File: src/rtl/lsu_dtag_wrdp_if.sv
// lsu_dtag_wrdp_if: request sources and tag/valid array write bundle for the D-cache tag write datapath
interface lsu_dtag_wrdp_if #(parameter int TAG_W = 29, parameter int IDX_W = 7, parameter int WAYS = 4);
  logic             fill_vld;
  logic             fill_rdy;
  logic [IDX_W-1:0] fill_idx;
  logic [WAYS-1:0]  fill_way;
  logic [TAG_W-1:0] fill_tag;
  logic             diag_vld;
  logic             diag_rdy;
  logic [IDX_W-1:0] diag_idx;
  logic [WAYS-1:0]  diag_way;
  logic [TAG_W-1:0] diag_tag;
  logic             perr_vld;
  logic [IDX_W-1:0] perr_idx;
  logic [WAYS-1:0]  perr_mask;
  logic             perr_drop;
  logic             arr_wr_gnt;
  logic             dtag_wr_en;
  logic [IDX_W-1:0] dtag_wr_idx;
  logic [WAYS-1:0]  dtag_wr_way;
  logic [TAG_W:0]   dtag_wr_data;
  logic             dva_wr_en;
  logic [IDX_W-1:0] dva_wr_idx;
  logic [WAYS-1:0]  dva_wr_mask;
  logic             dva_wr_val;
  logic             busy;
  modport slave (
    input  fill_vld, fill_idx, fill_way, fill_tag,
    input  diag_vld, diag_idx, diag_way, diag_tag,
    input  perr_vld, perr_idx, perr_mask, arr_wr_gnt,
    output fill_rdy, diag_rdy, perr_drop,
    output dtag_wr_en, dtag_wr_idx, dtag_wr_way, dtag_wr_data,
    output dva_wr_en, dva_wr_idx, dva_wr_mask, dva_wr_val, busy
  );
  modport master (
    output fill_vld, fill_idx, fill_way, fill_tag,
    output diag_vld, diag_idx, diag_way, diag_tag,
    output perr_vld, perr_idx, perr_mask, arr_wr_gnt,
    input  fill_rdy, diag_rdy, perr_drop,
    input  dtag_wr_en, dtag_wr_idx, dtag_wr_way, dtag_wr_data,
    input  dva_wr_en, dva_wr_idx, dva_wr_mask, dva_wr_val, busy
  );
endinterface

File: src/rtl/lsu_dtag_wrdp.sv
// lsu_dtag_wrdp: D-cache tag/valid write datapath; arbitrates fill, diag and parity invalidates.
// Optional LSU_DTAG_PAR_INJECT_EN adds par_inj_en to force bad parity on diagnostic writes.
module lsu_dtag_wrdp #(
  parameter int TAG_W = 29,
  parameter int IDX_W = 7,
  parameter int WAYS  = 4
) (
  input logic rclk,
  input logic arst_l,
`ifdef LSU_DTAG_PAR_INJECT_EN
  input logic par_inj_en,
`endif
  lsu_dtag_wrdp_if.slave io
);
  typedef enum logic {IDLE, ISSUE} state_t;
  typedef enum logic [1:0] {K_NONE, K_FILL, K_DIAG, K_PERR} kind_t;
  state_t state_q, state_d;
  kind_t kind_q, kind_d;
  logic fill_held_q, fill_held_d, diag_held_q, diag_held_d, perr_held_q, perr_held_d;
  logic [IDX_W-1:0] fill_idx_q, fill_idx_d, diag_idx_q, diag_idx_d, perr_idx_q, perr_idx_d;
  logic [IDX_W-1:0] iss_idx_q, iss_idx_d;
  logic [WAYS-1:0] fill_way_q, fill_way_d, diag_way_q, diag_way_d, perr_mask_q, perr_mask_d;
  logic [WAYS-1:0] iss_way_q, iss_way_d;
  logic [TAG_W-1:0] fill_tag_q, fill_tag_d, diag_tag_q, diag_tag_d;
  logic [TAG_W:0] iss_data_q, iss_data_d;
  logic perr_drop_q, perr_drop_d;
  logic idle, take_perr, take_fill, take_diag, fill_acc, diag_acc, perr_live, perr_new, perr_hit, inj, strobe;
`ifdef LSU_DTAG_PAR_INJECT_EN
  assign inj = par_inj_en;
`else
  assign inj = 1'b0;
`endif
  always_comb begin
    idle = state_q == IDLE;
    take_perr = idle && perr_held_q;
    take_fill = idle && !perr_held_q && fill_held_q;
    take_diag = idle && !perr_held_q && !fill_held_q && diag_held_q;
    fill_acc = io.fill_vld && !fill_held_q;
    diag_acc = io.diag_vld && !diag_held_q;
    fill_held_d = fill_acc || (fill_held_q && !take_fill);
    diag_held_d = diag_acc || (diag_held_q && !diag_held_q_taken(take_diag));
    fill_idx_d = fill_acc ? io.fill_idx : fill_idx_q;
    fill_way_d = fill_acc ? io.fill_way : fill_way_q;
    fill_tag_d = fill_acc ? io.fill_tag : fill_tag_q;
    diag_idx_d = diag_acc ? io.diag_idx : diag_idx_q;
    diag_way_d = diag_acc ? io.diag_way : diag_way_q;
    diag_tag_d = diag_acc ? io.diag_tag : diag_tag_q;
    // an entry leaving for the issue register this cycle frees its slot for a fresh capture
    perr_live = perr_held_q && !take_perr;
    perr_new = io.perr_vld && !perr_live;
    perr_hit = io.perr_vld && perr_live && io.perr_idx == perr_idx_q;
    perr_drop_d = io.perr_vld && perr_live && io.perr_idx != perr_idx_q;
    perr_held_d = perr_new || perr_live;
    perr_idx_d = perr_new ? io.perr_idx : perr_idx_q;
    perr_mask_d = perr_new ? io.perr_mask : perr_hit ? perr_mask_q | io.perr_mask : perr_mask_q;
    state_d = idle ? ((perr_held_q || fill_held_q || diag_held_q) ? ISSUE : IDLE)
                   : (io.arr_wr_gnt ? IDLE : ISSUE);
    kind_d = take_perr ? K_PERR : take_fill ? K_FILL : take_diag ? K_DIAG : kind_q;
    iss_idx_d = take_perr ? perr_idx_q : take_fill ? fill_idx_q : take_diag ? diag_idx_q : iss_idx_q;
    iss_way_d = take_perr ? perr_mask_q : take_fill ? fill_way_q : take_diag ? diag_way_q : iss_way_q;
    iss_data_d = take_fill ? {^fill_tag_q, fill_tag_q}
               : take_diag ? {(^diag_tag_q) ^ inj, diag_tag_q} : iss_data_q;
  end
  function automatic logic diag_held_q_taken(input logic t);
    return t;
  endfunction
  always_ff @(posedge rclk or negedge arst_l) begin
    if (!arst_l) begin
      state_q <= IDLE;
      kind_q <= K_NONE;
      fill_held_q <= 1'b0;
      diag_held_q <= 1'b0;
      perr_held_q <= 1'b0;
      fill_idx_q <= '0;
      fill_way_q <= '0;
      fill_tag_q <= '0;
      diag_idx_q <= '0;
      diag_way_q <= '0;
      diag_tag_q <= '0;
      perr_idx_q <= '0;
      perr_mask_q <= '0;
      perr_drop_q <= 1'b0;
      iss_idx_q <= '0;
      iss_way_q <= '0;
      iss_data_q <= '0;
    end else begin
      state_q <= state_d;
      kind_q <= kind_d;
      fill_held_q <= fill_held_d;
      diag_held_q <= diag_held_d;
      perr_held_q <= perr_held_d;
      fill_idx_q <= fill_idx_d;
      fill_way_q <= fill_way_d;
      fill_tag_q <= fill_tag_d;
      diag_idx_q <= diag_idx_d;
      diag_way_q <= diag_way_d;
      diag_tag_q <= diag_tag_d;
      perr_idx_q <= perr_idx_d;
      perr_mask_q <= perr_mask_d;
      perr_drop_q <= perr_drop_d;
      iss_idx_q <= iss_idx_d;
      iss_way_q <= iss_way_d;
      iss_data_q <= iss_data_d;
    end
  end
  assign strobe = state_q == ISSUE && io.arr_wr_gnt;
  assign io.fill_rdy = !fill_held_q;
  assign io.diag_rdy = !diag_held_q;
  assign io.perr_drop = perr_drop_q;
  assign io.dtag_wr_en = strobe && kind_q != K_PERR;
  assign io.dtag_wr_idx = iss_idx_q;
  assign io.dtag_wr_way = iss_way_q;
  assign io.dtag_wr_data = iss_data_q;
  assign io.dva_wr_en = strobe && kind_q != K_DIAG;
  assign io.dva_wr_idx = iss_idx_q;
  assign io.dva_wr_mask = iss_way_q;
  assign io.dva_wr_val = kind_q == K_FILL;
  assign io.busy = fill_held_q || diag_held_q || perr_held_q || state_q == ISSUE;
endmodule

File: src/flat_wrapper.sv
// flat-port wrapper written by rule: the top's interface ports become plain ports
module lsu_dtag_wrdp_flat 
#(
  parameter int TAG_W = 29,
  parameter int IDX_W = 7,
  parameter int WAYS  = 4
)
  (rclk, arst_l, io_fill_vld, io_fill_idx, io_fill_way, io_fill_tag, io_diag_vld, io_diag_idx, io_diag_way, io_diag_tag, io_perr_vld, io_perr_idx, io_perr_mask, io_arr_wr_gnt, io_fill_rdy, io_diag_rdy, io_perr_drop, io_dtag_wr_en, io_dtag_wr_idx, io_dtag_wr_way, io_dtag_wr_data, io_dva_wr_en, io_dva_wr_idx, io_dva_wr_mask, io_dva_wr_val, io_busy);
  lsu_dtag_wrdp_if #(.TAG_W(TAG_W), .IDX_W(IDX_W), .WAYS(WAYS)) io_i ();
  input logic rclk;
  input logic arst_l;
  input wire logic [$bits(io_i.fill_vld)-1:0] io_fill_vld;
  input wire logic [$bits(io_i.fill_idx)-1:0] io_fill_idx;
  input wire logic [$bits(io_i.fill_way)-1:0] io_fill_way;
  input wire logic [$bits(io_i.fill_tag)-1:0] io_fill_tag;
  input wire logic [$bits(io_i.diag_vld)-1:0] io_diag_vld;
  input wire logic [$bits(io_i.diag_idx)-1:0] io_diag_idx;
  input wire logic [$bits(io_i.diag_way)-1:0] io_diag_way;
  input wire logic [$bits(io_i.diag_tag)-1:0] io_diag_tag;
  input wire logic [$bits(io_i.perr_vld)-1:0] io_perr_vld;
  input wire logic [$bits(io_i.perr_idx)-1:0] io_perr_idx;
  input wire logic [$bits(io_i.perr_mask)-1:0] io_perr_mask;
  input wire logic [$bits(io_i.arr_wr_gnt)-1:0] io_arr_wr_gnt;
  output wire logic [$bits(io_i.fill_rdy)-1:0] io_fill_rdy;
  output wire logic [$bits(io_i.diag_rdy)-1:0] io_diag_rdy;
  output wire logic [$bits(io_i.perr_drop)-1:0] io_perr_drop;
  output wire logic [$bits(io_i.dtag_wr_en)-1:0] io_dtag_wr_en;
  output wire logic [$bits(io_i.dtag_wr_idx)-1:0] io_dtag_wr_idx;
  output wire logic [$bits(io_i.dtag_wr_way)-1:0] io_dtag_wr_way;
  output wire logic [$bits(io_i.dtag_wr_data)-1:0] io_dtag_wr_data;
  output wire logic [$bits(io_i.dva_wr_en)-1:0] io_dva_wr_en;
  output wire logic [$bits(io_i.dva_wr_idx)-1:0] io_dva_wr_idx;
  output wire logic [$bits(io_i.dva_wr_mask)-1:0] io_dva_wr_mask;
  output wire logic [$bits(io_i.dva_wr_val)-1:0] io_dva_wr_val;
  output wire logic [$bits(io_i.busy)-1:0] io_busy;
  assign io_i.fill_vld = io_fill_vld;
  assign io_i.fill_idx = io_fill_idx;
  assign io_i.fill_way = io_fill_way;
  assign io_i.fill_tag = io_fill_tag;
  assign io_i.diag_vld = io_diag_vld;
  assign io_i.diag_idx = io_diag_idx;
  assign io_i.diag_way = io_diag_way;
  assign io_i.diag_tag = io_diag_tag;
  assign io_i.perr_vld = io_perr_vld;
  assign io_i.perr_idx = io_perr_idx;
  assign io_i.perr_mask = io_perr_mask;
  assign io_i.arr_wr_gnt = io_arr_wr_gnt;
  assign io_fill_rdy = io_i.fill_rdy;
  assign io_diag_rdy = io_i.diag_rdy;
  assign io_perr_drop = io_i.perr_drop;
  assign io_dtag_wr_en = io_i.dtag_wr_en;
  assign io_dtag_wr_idx = io_i.dtag_wr_idx;
  assign io_dtag_wr_way = io_i.dtag_wr_way;
  assign io_dtag_wr_data = io_i.dtag_wr_data;
  assign io_dva_wr_en = io_i.dva_wr_en;
  assign io_dva_wr_idx = io_i.dva_wr_idx;
  assign io_dva_wr_mask = io_i.dva_wr_mask;
  assign io_dva_wr_val = io_i.dva_wr_val;
  assign io_busy = io_i.busy;
  lsu_dtag_wrdp #(.TAG_W(TAG_W), .IDX_W(IDX_W), .WAYS(WAYS)) u_core (.rclk(rclk), .arst_l(arst_l), .io(io_i));
endmodule
File: config.mk
export PLATFORM = sky130hd
export DESIGN_NAME = lsu_dtag_wrdp_flat
export DESIGN_NICKNAME = d
export VERILOG_FILES = /design/src/rtl/lsu_dtag_wrdp_if.sv /design/src/rtl/lsu_dtag_wrdp.sv /design/src/flat_wrapper.sv
export SDC_FILE = /design/constraint.sdc
export NUM_CORES = 1
export LEC_CHECK = 0
export ABC_AREA = 1
export CAP_MARGIN = 0
export CORE_MARGIN = 2
export CORE_UTILIZATION = 46
export CTS_CLUSTER_DIAMETER = 80
export DETAILED_ROUTE_END_ITERATION = 12
export PLACE_DENSITY = 0.8
export REMOVE_ABC_BUFFERS = 1
export SLEW_MARGIN = 10
export SYNTH_ARGS = -nofsm -noshare
export SYNTH_HDL_FRONTEND = slang
export SYNTH_SLANG_ARGS = --single-unit
File: constraint.sdc
create_clock -name rclk -period 1.2 [get_ports rclk]
set_input_delay 0.24 -clock rclk [delete_from_list [all_inputs] [get_ports rclk]]
set_output_delay 0.24 -clock rclk [all_outputs]
set_load 0.1 [all_outputs]
==> results.ini <==
[synthesis]
ys_sh_adder_pct = 0
mux_area_share_pct = 5.66
edf_count = 0
synth.comb.largest_family = simple AND/OR/NAND/NOR gates
async_flop_share_pct = 100
synth_area_leader_cell = dfrtp_1
syn_area_sq_um = 6960
simple_gate_share_pct = 24.2
yosys.area_share.aoi_pct = 10.1

[global_route]
met3_usage_pct = 7.45
gr-total-overflow = 0
grtUsageMet1_pct = 33.7
grt_usage_pct = 30.4
met2_usage_pct = 54.6
grt_first_pass_wirelength_um = 37900
grt_most_used_layer = met2
antenna_found_initial = 0

[final_layout]
inverters = 87
logic_gates = 611
largest_reg_flops = 30
comb_area_share_pct = 31.8
num-fill-cells = 612
final_layout_size_suffix_gt1_share_pct = 48.5
n_all_buffers = 340
n_clock_buffer = 21
synthToLayoutAreaGrowth_pct = 85.8
bufAreaShareNonClock_pct = 32.1

[worst_setup_path]
path_cells = buf_6 -> nand2_4 -> a21oi_4 -> buf_12
worst-path-buf-inv = 2
crit_path_end_kind = output port
worstPathMaxFanout = 3
worst_ep_required_time_ns = 0.96
slowest_delay_ns = 0.42
crit_path_top_delay_cell = dfrtp_2
startpoint = u_core.state_q

[cts]
cts_root_buffer = clkbuf_16
tritoncts = yes
cts_hold_buf = 1
cts.path.max_buffers = 2
path_clk_slew_ns = 0.06
ctsResizeCount = 212

[final_timing]
slew_headroom_pct = 79.4
finalCritPeriodShare_pct = 136
finalSetupViolations = 197
min_period_ns = 1.63
rsz0062_at_grt = true
tightest_slew_ns = 0.306
fin_ws_ns = -0.434
slew_violations = 0

[routing]
drtIter0Drc = 823
drt-pass1-iter-count = 5
vias = 7921
detail_route.vias_per_cell = 5.69
top_layer_used = met4
route.met2.wl_um = 15900
wirelength_um = 30100
drcViolationCount = 0

[outcome]
outcome = finished, violations left
violations = negative setup slack

[place]
dp.cells = 1276
portBuffers = 155
gp_congestion = 0.843
dp_hpwl_um = 13800

[floorplan]
fp.dieW_um = 127
tap_cells = 184
io_pins = 156
die_area_sq_um = 16100
rows = 44

[flow_run]
cap_violations = 0

[min_path]
hp-class = in2async

Fig. 1: where the registers sit
(2 px per um)
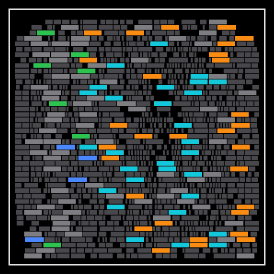
[u_core.io.dtag_wr_data] orange | flops: 30
[u_core.fill_tag_q] cyan | flops: 29
[u_core.io.dtag_wr_way] blue | flops: 4
[u_core.fill_idx_q] green | flops: 7
not colored: 69
Flop area: 3510 sq um
Seq/total area: 27.1%

Fig. 2: signal wires by layer
(3 px per um)
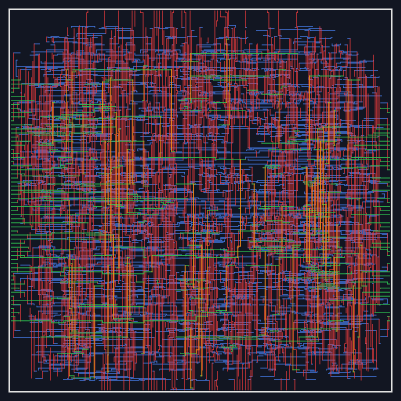
[M3] green | wire length: 2,310 um
[M4] orange | wire length: 1,620 um
[M2] red | wire length: 15,900 um
[M1] blue | wire length: 10,300 um

Fig. 3: logic cells by family
(3 px per um)
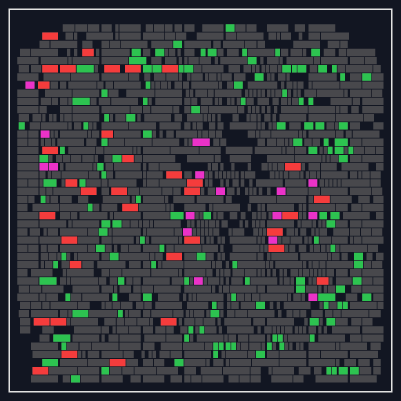
[aoi and oai cells] green | cells: 131 | where: spread over the die
[xor and xnor cells] magenta | cells: 16
[mux cells] red | cells: 35 | where: spread over the die

Fig. 4: nets reached from selected ports
(4 px per um)
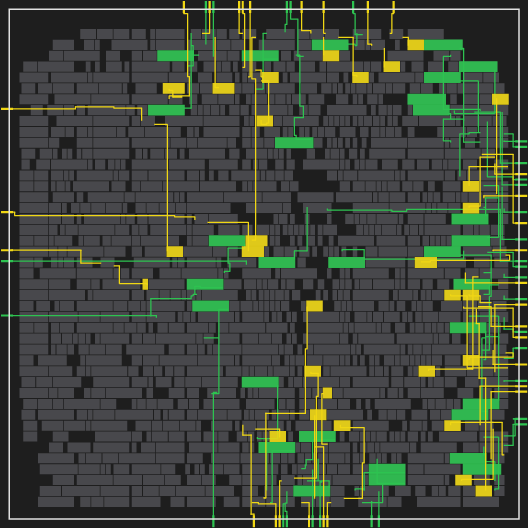
[io_dtag_wr_data] green | direction: output | edge: 16 right, 7 bottom, 5 top, 2 left | end cells: 30 | wire: 1,030 um
[io_diag_tag] yellow | direction: input | edge: 11 right, 9 top, 6 bottom, 3 left | end cells: 29 | wire: 1,070 um

Fig. 5: clock wiring as the flow saved it
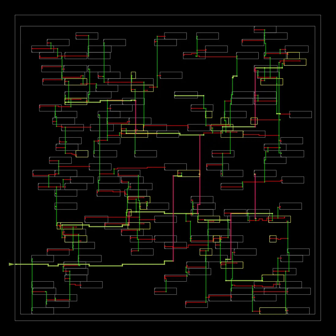
Final Skew: 0.0111 ns
flop count: 139
Worst-Skew Late Latency: 0.43 ns
total CTS buffers: 17

